Figure 1. The metal 2 layer.
Scale: 2 px per um.
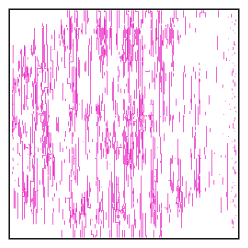
Figure 2. Clock wiring as the flow saved it.
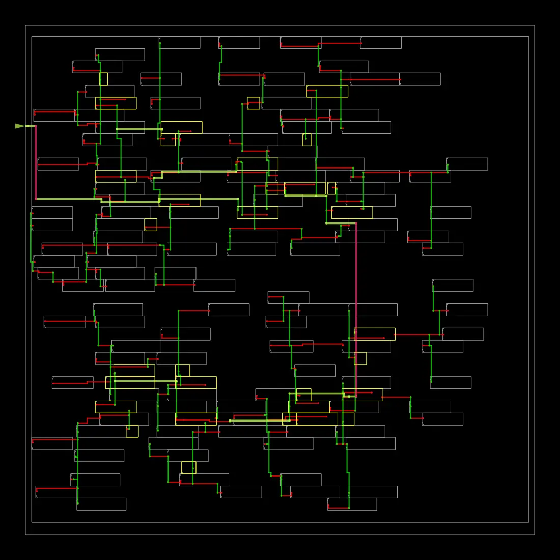
File: config.mk
export PLATFORM = sky130hd
export DESIGN_NAME = wb_write_arbiter
export DESIGN_NICKNAME = d
export VERILOG_FILES = /design/src/rtl/wb_write_arbiter.sv
export SDC_FILE = /design/constraint.sdc
export NUM_CORES = 1
export LEC_CHECK = 0
export ABC_CLOCK_PERIOD_IN_PS = 6100
export CAP_MARGIN = 20
export CORE_UTILIZATION = 45
export DETAILED_ROUTE_END_ITERATION = 16
export PLACE_DENSITY = 0.83
export SYNTH_ARGS = -nofsm -noshare
export SYNTH_HDL_FRONTEND = slang
export SYNTH_SLANG_ARGS = --single-unit
File: constraint.sdc
create_clock -name clk -period 6.1 [get_ports clk]
set_input_delay 1.525 -clock clk [delete_from_list [all_inputs] [get_ports clk]]
set_output_delay 1.525 -clock clk [all_outputs]
set_load 0.01 [all_outputs]
File: src/rtl/wb_write_arbiter.sv
// Writeback arbiter: merges the never-stalled ALU pipe and the buffered LSU onto the
// single register-file write port. Optional forwarding taps are enabled by `define WB_FWD_EN.
module wb_write_arbiter #(
    parameter int XLEN      = 32,
    parameter int LSU_DEPTH = 2
) (
    input  logic            clk,
    input  logic            rst_n,
    input  logic            alu_valid,
    input  logic [4:0]      alu_rd,
    input  logic [XLEN-1:0] alu_data,
    input  logic            lsu_valid,
    output logic            lsu_ready,
    input  logic [4:0]      lsu_rd,
    input  logic [XLEN-1:0] lsu_data,
    output logic            rf_we,
    output logic [4:0]      rf_wa,
    output logic [XLEN-1:0] rf_wd,
    output logic            lsu_pending,
    input  logic [4:0]      fwd_ra1,
    input  logic [4:0]      fwd_ra2,
    output logic            fwd_hit1,
    output logic            fwd_hit2,
    output logic [XLEN-1:0] fwd_data1,
    output logic [XLEN-1:0] fwd_data2
);

    localparam int PW = (LSU_DEPTH > 1) ? $clog2(LSU_DEPTH) : 1;
    localparam int CW = PW + 1;

    logic [4:0]           ent_rd_q   [LSU_DEPTH];
    logic [XLEN-1:0]      ent_data_q [LSU_DEPTH];
    logic [LSU_DEPTH-1:0] ent_vld_q, ent_vld_d;
    logic [PW-1:0]        rptr_q, rptr_d, wptr_q, wptr_d;
    logic [CW-1:0]        count_q, count_d;

    logic                 rf_we_q, rf_we_d;
    logic [4:0]           rf_wa_q, rf_wa_d;
    logic [XLEN-1:0]      rf_wd_q, rf_wd_d;

    logic                 alu_sel, fifo_empty, xfer, lsu_drop;
    logic                 pop, push, bypass;

    assign alu_sel     = alu_valid && (alu_rd != 5'd0);
    assign fifo_empty  = (count_q == '0);
    // Ready looks only at the registered count: a full FIFO never pops through.
    assign lsu_ready   = (count_q < CW'(LSU_DEPTH));
    assign xfer        = lsu_valid && lsu_ready;
    assign lsu_drop    = (lsu_rd == 5'd0) || (alu_sel && (lsu_rd == alu_rd));
    assign lsu_pending = !fifo_empty;

    always_comb begin
        ent_vld_d = ent_vld_q;
        rptr_d    = rptr_q;
        wptr_d    = wptr_q;
        count_d   = count_q;
        rf_we_d   = 1'b0;
        rf_wa_d   = rf_wa_q;
        rf_wd_d   = rf_wd_q;
        pop       = 1'b0;
        bypass    = 1'b0;

        if (alu_sel) begin
            rf_we_d = 1'b1;
            rf_wa_d = alu_rd;
            rf_wd_d = alu_data;
            // Queued LSU results are older, so a newer ALU write to the same rd kills them.
            for (int i = 0; i < LSU_DEPTH; i++) begin
                if (ent_rd_q[i] == alu_rd) begin
                    ent_vld_d[i] = 1'b0;
                end
            end
        end else if (!fifo_empty) begin
            pop = 1'b1;
            if (ent_vld_q[rptr_q]) begin
                rf_we_d = 1'b1;
                rf_wa_d = ent_rd_q[rptr_q];
                rf_wd_d = ent_data_q[rptr_q];
            end
            ent_vld_d[rptr_q] = 1'b0;
            rptr_d            = rptr_q + PW'(1);
        end else if (xfer && !lsu_drop) begin
            bypass  = 1'b1;
            rf_we_d = 1'b1;
            rf_wa_d = lsu_rd;
            rf_wd_d = lsu_data;
        end

        push = xfer && !lsu_drop && !bypass;
        if (push) begin
            ent_vld_d[wptr_q] = 1'b1;
            wptr_d            = wptr_q + PW'(1);
        end

        if (push && !pop) begin
            count_d = count_q + CW'(1);
        end else if (pop && !push) begin
            count_d = count_q - CW'(1);
        end
    end

    always_ff @(posedge clk or negedge rst_n) begin
        if (!rst_n) begin
            ent_vld_q <= '0;
            rptr_q    <= '0;
            wptr_q    <= '0;
            count_q   <= '0;
            rf_we_q   <= 1'b0;
            rf_wa_q   <= '0;
            rf_wd_q   <= '0;
        end else begin
            ent_vld_q <= ent_vld_d;
            rptr_q    <= rptr_d;
            wptr_q    <= wptr_d;
            count_q   <= count_d;
            rf_we_q   <= rf_we_d;
            rf_wa_q   <= rf_wa_d;
            rf_wd_q   <= rf_wd_d;
        end
    end

    // Payload storage needs no reset; entry valid bits qualify it.
    always_ff @(posedge clk) begin
        if (push) begin
            ent_rd_q[wptr_q]   <= lsu_rd;
            ent_data_q[wptr_q] <= lsu_data;
        end
    end

    assign rf_we = rf_we_q;
    assign rf_wa = rf_wa_q;
    assign rf_wd = rf_wd_q;

`ifdef WB_FWD_EN
    assign fwd_hit1  = rf_we_q && (rf_wa_q == fwd_ra1) && (fwd_ra1 != 5'd0);
    assign fwd_hit2  = rf_we_q && (rf_wa_q == fwd_ra2) && (fwd_ra2 != 5'd0);
    assign fwd_data1 = rf_wd_q;
    assign fwd_data2 = rf_wd_q;
`else
    logic unused_fwd;
    assign unused_fwd = ^{fwd_ra1, fwd_ra2};
    assign fwd_hit1   = 1'b0;
    assign fwd_hit2   = 1'b0;
    assign fwd_data1  = '0;
    assign fwd_data2  = '0;
`endif

endmodule

==> run_results.csv <==
group,metric,value,unit
setup_path,crit_buf_inv,1,
power_and_ir_drop,p_int,2.14,mW
synthesis,ff_type,"edfxtp_1",
power_and_ir_drop,p_comb_share,34.5,%
timing,max_freq,236,MHz
route,wl_met3,996,um
timing,rsz0062_at_grt,"false",
route,drt_iter0_drc,173,
global_route,antenna_found_initial,0,
route,routed-wl-met2,5640,um
setup_path,critPathLaunchType,"input port",
clocking,postCtsResizedCells,0,
floorplan,rows,40,
setup_path,cp_slowest_cell,"and2_2",
synthesis,most_common_cell,"edfxtp_1",
power_and_ir_drop,seq_power_share,36.6,%
placed_design,post-place-ws,1430,ps
layout,fillers,973,
clocking,clockBufferDepth,2,
clocking,path_clk_slew,50,ps
global_route,grt_first_pass_wirelength,18900,um
timing,hold_viol_final,0,
placed_design,dp_hpwl,7560,um
setup_path,cp.required,6120,ps
clocking,h-tree-depth,4,
clocking,cts-root-buf,"clkbuf_16",
synthesis,yosysTopAreaCell,"edfxtp_1",
global_route,grt_max_degree,76,
layout,regArea,3320,um2
route,wire_per_inst,15.1,um
floorplan,dieArea,13000,um2
flow_run,max_cap_violations,0,
placed_design,place_congestion,0.841,
layout,drive_gt1_share,7.50,%
timing,worstMarginPinSlew,964,ps
layout,final_nets,689,
clocking,ctsHoldBuffers,0,
timing,slew_headroom,35.7,%
synthesis,syn_area,5640,um2
clocking,cts.sinks,118,
route,drt-total-wl,11800,um
floorplan,ioPinCount,194,
setup_path,arrival,4260,ps
setup_path,crit_path_end_kind,"register",
clocking,cts_tree,"done",
synthesis,syn_inst,491,
route,via_per_inst,4.93,
layout,comb_area,1930,um2
synthesis,ys_cells,491,
synthesis,async_reset_ff_share,37.3,%
synthesis,top_cell_area_share,39.4,%
outcome,outcome,"complete, no violations",
synthesis,ys_ff,118,
timing,finalCritPeriodShare,69.5,%
route,first_pass_iters,7,
timing,min_period,4240,ps
power_and_ir_drop,p_clk_share,28.9,%
setup_path,critPathMaxStageDelay,840,ps
route,drc,0,
floorplan,dieWidth,114,um
synthesis,ys_seq_share,58.9,%
global_route,grtUsageTotal,19.1,%
timing,slew_viol_final,0,
route,wl_met1,5030,um
flow_run,warnings,36,
synthesis,netlist_top_cells_area,"edfxtp_1 (39%), dfrtp_1 (20%), buf_4 (9.4%)",
power_and_ir_drop,power_density,440,nW/um2
route,top_layer_used,"met4",
power_and_ir_drop,leakagePower,2.79,nW
power_and_ir_drop,peakVddDrop,0.243,mV
timing,setup_viol,0,
synthesis,yosys_warnings,0,
min_path,hp-class,"register to register",
synthesis,edf_count,74,
floorplan,core,12100,um2
synthesis,yosys-top-cells-count,"edfxtp_1 (74), buf_4 (71), dfrtp_1 (44)",
clocking,numCtsBuffers,17,
route,antenna_left,0,
global_route,grt_pass1_vias,3836,
timing,hold_ws,481,ps
power_and_ir_drop,total_power,3.19,mW
power_and_ir_drop,swShare,32.9,%
setup_path,crit_family,"simple AND/OR/NAND/NOR gates",
timing,fin_ws,1860,ps
global_route,grt_overflow,0,
synthesis,synth_chip_area,5640,um2
layout,antenna_cells,0,
floorplan,fp_util,46.6,%
clocking,post_cts_buffers,0,
setup_path,crit_chain,"clkdlybuf4s50_1, or3_1, o31a_2, nand2b_1, a211oi_4, and2_2",
power_and_ir_drop,p_sw,1.05,mW
layout,area_growth,28.3,%
setup_path,crit_type,"input port to register",
synthesis,syn_area_per_cell,11.5,um2
placed_design,portBuffers,117,
synthesis,synth_cell_types,30,
setup_path,cp_max_fo,37,
floorplan,die_h,114,um
timing,tns,0,ps
## Picture notes: Figure 1
main direction: vertical
wire length on this layer: 5640 um
longest straight run: 38.6 um
GR Util met2: 31.2%
total number of vias: 3853

## Picture notes: Figure 2
Clock Latency Late Sink: 400 ps
Final Skew: 6.18 ps
power in the clock group: 0.921 mW

[path summary, 6_finish.rpt]
path / from / to / cells after the start / slack [ps]
min in group asynchronous: rst_n / rf_wd[11]$_DFFE_PN0P_ / 2 / 1210
max in group asynchronous: rst_n / rptr_q$_DFFE_PN0P_ / 2 / 4440
worst max-delay path: alu_rd[1] / ent_rd_q[1][2]$_DFFE_PP_ / 6 / 1860
worst min register to register: rf_wd[2]$_DFFE_PN0P_ / rf_wd[2]$_DFFE_PN0P_ / 2 / 480
worst min-delay path: rf_wd[2]$_DFFE_PN0P_ / rf_wd[2]$_DFFE_PN0P_ / 2 / 480
worst max register to register: count_q[1]$_DFFE_PN0P_ / rf_wd[26]$_DFFE_PN0P_ / 5 / 3720
[registers in the layout, indices dropped and copies added, names as in the netlist]
| register | cells |
|---|---|
| rf_we | 1 |
| ent_rd_q | 10 |
| rptr_q | 1 |
| wptr_q | 1 |
| rf_wd | 32 |
| ent_data_q | 64 |
| rf_wa | 5 |
| ent_vld_q | 2 |
| count_q | 2 |
[cell usage in the layout, fill, tap and decap left out, drive strengths merged, types with 2 or more instances in the layout]
cell	instances
a21oi	37
clkinvlp	6
nor3	3
clkinv	7
or3	2
clkbuf	17
o21ai	38
clkdlybuf4s50	116
conb	66
xnor2	10
a211oi	38
mux2i	38
dfrtp	44
edfxtp	74
buf	6
xor2	9
nand2	43
nor2	41
nand4	2
and2	2
inv	5
[area by class of cell]
cell class	instances	share of cell area (%)
well taps	168	2.90
clock buffers	17	5.88
clock inverters	15	1.85
repair buffers	122	16.6
flip-flops and latches	118	45.9
multi-input cells	337	26.6
inverters	4	0.207
[tightest hold or removal path, delay by kind of cell, from the launching register on]
kind | cells | cell delay, ps
compound gates | 1 | 60
simple gates | 1 | 50
flops | 1 | 330
[routing by layer]
layer  vias up  track usage, %
met2       202            31.2
met3         7            6.54
li1       1840               -
met4         0            6.06
met5         -               0
met1      1804            23.8
[power by group through the flow]
stage               combinational [mW]  clock, mW  sequential, mW
floorplan                        0.628          0            1.23
global placement                  1.08          0            1.17
detailed placement                1.10          0            1.19
CTS                               1.11      0.937            1.17
global route                      1.21      0.972            1.19
finish                            1.10      0.921            1.17
[metrics by stage]
stage	area, um2	cells	util (%)
2_1_floorplan	5890	556	-
3_3_place_gp	6680	749	55.2
3_5_place_dp	6680	749	55.2
4_1_cts	7240	781	59.8
5_1_grt	7240	781	59.8
6_report	7240	781	59.8
[logic make-up after synthesis]
family / count (synthesis) / synth area share (%)
AOI/OAI and AO/OA: 118 / 12.8
DFF: 118 / 58.9
buffers and inverters: 101 / 11.6
and+or+nand+nor: 95 / 6.74
muxes: 38 / 6.74
xor gates and xnor gates: 19 / 2.95
adders and majority gates: 1 / 0.222
other: 1 / 0.0665
Power and IR drop assume default switching activity.
